===== config.mk =====
export PLATFORM = sky130hd
export DESIGN_NAME = mem_stall_responder_flat
export DESIGN_NICKNAME = d
export VERILOG_FILES = /design/src/rtl/mem_stall_responder_if.sv /design/src/rtl/mem_stall_responder.sv /design/src/flat_wrapper.sv
export SDC_FILE = /design/constraint.sdc
export NUM_CORES = 2
export LEC_CHECK = 0
export CORE_MARGIN = 8
export CORE_UTILIZATION = 57
export CTS_BUF_LIST = sky130_fd_sc_hd__clkbuf_16
export CTS_CLUSTER_DIAMETER = 50
export DETAILED_ROUTE_END_ITERATION = 7
export HOLD_SLACK_MARGIN = 0.03
export PLACE_DENSITY_LB_ADDON = 0.15
export SYNTH_ARGS = -nofsm -noshare
export SYNTH_HDL_FRONTEND = slang
export SYNTH_SLANG_ARGS = --single-unit

===== constraint.sdc =====
create_clock -name clk -period 4 [get_ports clk]
set_input_delay 0.6 -clock clk [delete_from_list [all_inputs] [get_ports clk]]
set_output_delay 0.6 -clock clk [all_outputs]
set_load 0.02 [all_outputs]

===== src/rtl/mem_stall_responder_if.sv =====
// Request/response bundle between a pipeline requester and mem_stall_responder.
interface mem_stall_responder_if;
  logic [15:0] addr;
  logic [15:0] data_in;
  logic        rd;
  logic        wr;
  logic [15:0] data_out;
  logic        done;
  logic        stall;
  logic        err;

  modport master (
    output addr, data_in, rd, wr,
    input  data_out, done, stall, err
  );

  modport slave (
    input  addr, data_in, rd, wr,
    output data_out, done, stall, err
  );
endinterface


===== src/rtl/mem_stall_responder.sv =====
// Word-organised memory with configurable access latency and a stall/done
// handshake; invalid requests are rejected with a one-cycle err pulse.
module mem_stall_responder #(
  parameter int unsigned LATENCY = 4,
  parameter int unsigned ADDR_W  = 8
) (
  input  logic                 clk,
  input  logic                 rst,
  mem_stall_responder_if.slave bus
);

  typedef enum logic [1:0] {IDLE, BUSY, DONE} state_t;

  localparam logic [15:0] HI_MASK = 16'hFFFF << (ADDR_W + 1);

  state_t              state;
  logic [3:0]          cnt;
  logic                op_wr;
  logic [ADDR_W-1:0]   idx;
  logic [15:0]         wdata;
  logic [15:0]         mem [2**ADDR_W];

  logic                req;
  logic                valid;
  logic                accept;
  logic                fin;
  logic                fin_wr;
  logic [ADDR_W-1:0]   fin_idx;
  logic [15:0]         fin_data;
  logic [15:0]         rd_word;

  always_comb begin
    req       = bus.rd | bus.wr;
    valid     = (bus.rd ^ bus.wr) && !bus.addr[0] && ((bus.addr & HI_MASK) == '0);
    accept    = (state != BUSY) && valid;
    bus.stall = (state == BUSY) || accept;
    // With LATENCY==1 the acceptance edge is also the completion edge, so the
    // access is taken straight from the bus instead of the latched copy.
    if (LATENCY == 1) begin
      fin_wr   = bus.wr;
      fin_idx  = bus.addr[ADDR_W:1];
      fin_data = bus.data_in;
      fin      = accept && !rst;
    end else begin
      fin_wr   = op_wr;
      fin_idx  = idx;
      fin_data = wdata;
      fin      = (state == BUSY) && (cnt == 4'd1) && !rst;
    end
  end

  assign rd_word = mem[fin_idx];

  // Storage is never reset; writes land only on the completion edge.
  always_ff @(posedge clk) begin
    if (fin && fin_wr) begin
      mem[fin_idx] <= fin_data;
    end
  end

  always_ff @(posedge clk) begin
    if (rst) begin
      state        <= IDLE;
      cnt          <= '0;
      bus.data_out <= '0;
      bus.done     <= 1'b0;
      bus.err      <= 1'b0;
    end else begin
      bus.done <= 1'b0;
      bus.err  <= 1'b0;
      if (fin) begin
        bus.done     <= 1'b1;
        bus.data_out <= fin_wr ? fin_data : rd_word;
      end
      case (state)
        BUSY: begin
          cnt <= cnt - 4'd1;
          if (cnt == 4'd1) begin
            state <= DONE;
          end
        end
        default: begin
          if (valid) begin
            op_wr <= bus.wr;
            idx   <= bus.addr[ADDR_W:1];
            wdata <= bus.data_in;
            cnt   <= 4'(LATENCY - 1);
            state <= (LATENCY == 1) ? DONE : BUSY;
          end else begin
            state <= IDLE;
            if (req) begin
              bus.err <= 1'b1;
            end
          end
        end
      endcase
    end
  end

endmodule

===== src/flat_wrapper.sv =====
// flat-port wrapper written by rule: the top's interface ports become plain ports
module mem_stall_responder_flat 
#(
  parameter int unsigned LATENCY = 4,
  parameter int unsigned ADDR_W  = 8
)
  (clk, rst, bus_addr, bus_data_in, bus_rd, bus_wr, bus_data_out, bus_done, bus_stall, bus_err);
  mem_stall_responder_if bus_i ();
  input  logic clk;
  input  logic rst;
  input wire logic [$bits(bus_i.addr)-1:0] bus_addr;
  input wire logic [$bits(bus_i.data_in)-1:0] bus_data_in;
  input wire logic [$bits(bus_i.rd)-1:0] bus_rd;
  input wire logic [$bits(bus_i.wr)-1:0] bus_wr;
  output wire logic [$bits(bus_i.data_out)-1:0] bus_data_out;
  output wire logic [$bits(bus_i.done)-1:0] bus_done;
  output wire logic [$bits(bus_i.stall)-1:0] bus_stall;
  output wire logic [$bits(bus_i.err)-1:0] bus_err;
  assign bus_i.addr = bus_addr;
  assign bus_i.data_in = bus_data_in;
  assign bus_i.rd = bus_rd;
  assign bus_i.wr = bus_wr;
  assign bus_data_out = bus_i.data_out;
  assign bus_done = bus_i.done;
  assign bus_stall = bus_i.stall;
  assign bus_err = bus_i.err;
  mem_stall_responder #(.LATENCY(LATENCY), .ADDR_W(ADDR_W)) u_core (.clk(clk), .rst(rst), .bus(bus_i));
endmodule

m2.png
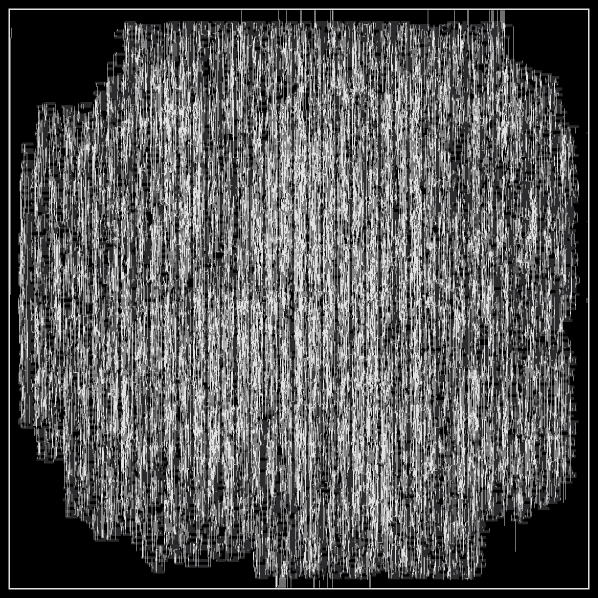
nets with wire on the layer	7366
main direction	vertical
wire length on this layer	206 mm
share of all routed wire	46%
longest straight run	242 um
met2 Track Usage GR: 45.7%
final WL: 449000 um
via count: 82100

==> metrics.csv <==
metric;value;unit
status;finished, violations left;
violations;negative setup slack;
dieHeight;544;um
worst_pin_slew;1.34;ns
postSynthAreaPerCell;21.7;sq um
clkLatencyLatePin;0.98;ns
cts_root_buf;clkbuf_16;
end_kind;register;
final-setup-viol-count;1;
edf_count;4121;
die_x;544;um
grt_pass1_vias;80600;
critPathTopFamily;AND-OR/OR-AND gates;
worst_slack;-0.107;ns
crit_start;u_core.fin_idx[3];
io_pins;55;
p_leak;58.4;nW
hpwl;286000;um
clkTransAtPathRegs;0.06;ns
cp_slowest_cell;a2111oi_1;
worst-path-buf-inv;4;
rr_endpoint;u_core.bus.data_out[8];
yosys_warnings;0;
synth_nets;7351;
reg2reg_depth;11;
cts_tree;built;
overflow;0;
drc;0;
port_buffers;54;
irDropWorstVdd;0.460;mV
ys_cells;7312;
ff_map.png
Other sequential cells in the stronger grey, the rest of the logic in the fainter grey.
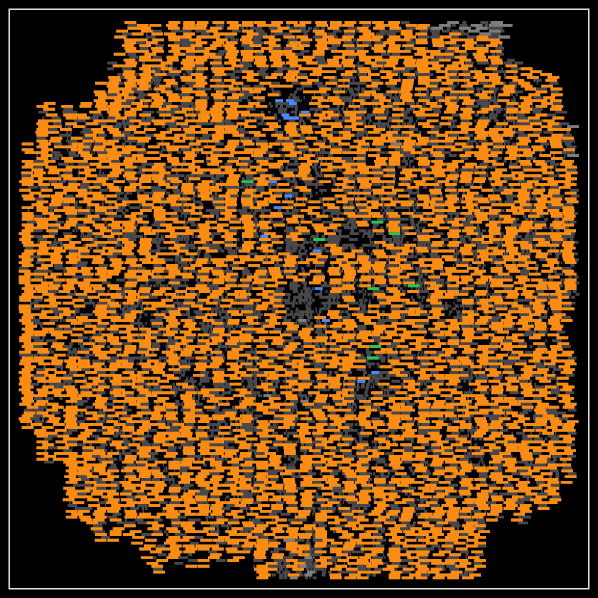
netlist name	colour	flops
u_core.bus.data_out	blue	16
u_core.fin_idx	green	8
u_core.mem	orange	4096
final core occ: 65.9%
fraction of area in registers: 68.1%

## area by class of cell
cell class / instances / area (sq um)
clock inverter: 360 / 3130
fill: 17900 / 94300
inverter: 12 / 47.5
timing repair buffer: 757 / 7240
clock buffer: 434 / 10900
tap: 3705 / 4640
antenna: 14 / 35.0
sequential: 4145 / 124000
multi-input combinational: 2718 / 32200
## synth_stat cells (10+ instances only)
cell	n	area, sq um
and3_1	12	75.1
nand3b_1	10	75.1
inv_1	10	37.5
nand4_1	44	275
nor3_1	12	60.1
a31oi_1	46	288
a32oi_1	15	131
buf_1	29	109
mux4_2	904	20400
o22ai_1	212	1330
o221ai_1	46	403
nand2_1	208	781
buf_2	124	621
o31ai_1	10	75.1
mux2_2	32	360
o22a_1	22	193
o211ai_1	11	82.6
edfxtp_1	4121	124000
nor3b_1	11	82.6
o21ai_0	46	230
nor2b_1	17	106
nor2_1	353	1330
clkbuf_1	155	582
a211oi_1	16	120
a21oi_1	62	310
buf_4	90	676
nand2b_1	15	93.8
a221oi_1	43	377
a22oi_1	56	420
nand3_1	114	571
nor4_1	37	231
dfxtp_1	24	480
buf_6	39	439
mux2i_1	258	2580
## cell families after synthesis
logic type	Yosys count	share of synthesized area, %
adder cells (fa/ha/maj)	3	0.0237
AND/OR/NAND/NOR	874	2.56
AND-OR/OR-AND	647	2.85
multiplexers	1194	14.7
flip-flops	4145	78.3
buffers and inverters	449	1.56
## flip-flops by register name (all words and copies together), names as in the netlist
name                 count
u_core.bus.done          1
u_core.mem            4096
u_core.bus.data_out     16
u_core.cnt               4
u_core.fin_wr            1
u_core.state             2
u_core.fin_data         16
u_core.fin_idx           8
u_core.bus.err           1
## how the worst min path moves through the flow
stage | from | endpoint | slack, ns | cells past startpoint
2_1_floorplan | u_core.cnt[3] | u_core.cnt[3] | 0.44 | 1
3_3_place_gp | u_core.cnt[3] | u_core.cnt[3] | 0.46 | 1
3_5_place_dp | u_core.cnt[3] | u_core.cnt[3] | 0.48 | 1
4_1_cts | bus_data_in[3] | u_core.fin_data[3] | 0.14 | 1
5_1_grt | bus_data_in[3] | u_core.fin_data[3] | 0.15 | 1
6_report | bus_data_in[3] | u_core.fin_data[3] | 0.17 | 1
## where the power goes
part	leakage, nW	switching [mW]	total, mW	internal [mW]
Combinational	14.1	0.0970	0.164	0.0671
Clock	7.08	16.9	39.2	22.3
Sequential	37.2	0.00190	47.0	47.0
## metal layers
metal	track usage (%)	vias up	routed length, um
li1	-	32500	-
met1	42.2	43500	168000
met2	45.7	5094	206000
met3	7.52	959	50500
met4	13.4	28	23900
met5	0	-	166
## timing repair
item,in CTS,in global routing
gates resized,2,5
hold buffers,0,0
setup endpoints to repair,2,2
Power figures rest on the tool's default switching activity, not on a simulated workload.
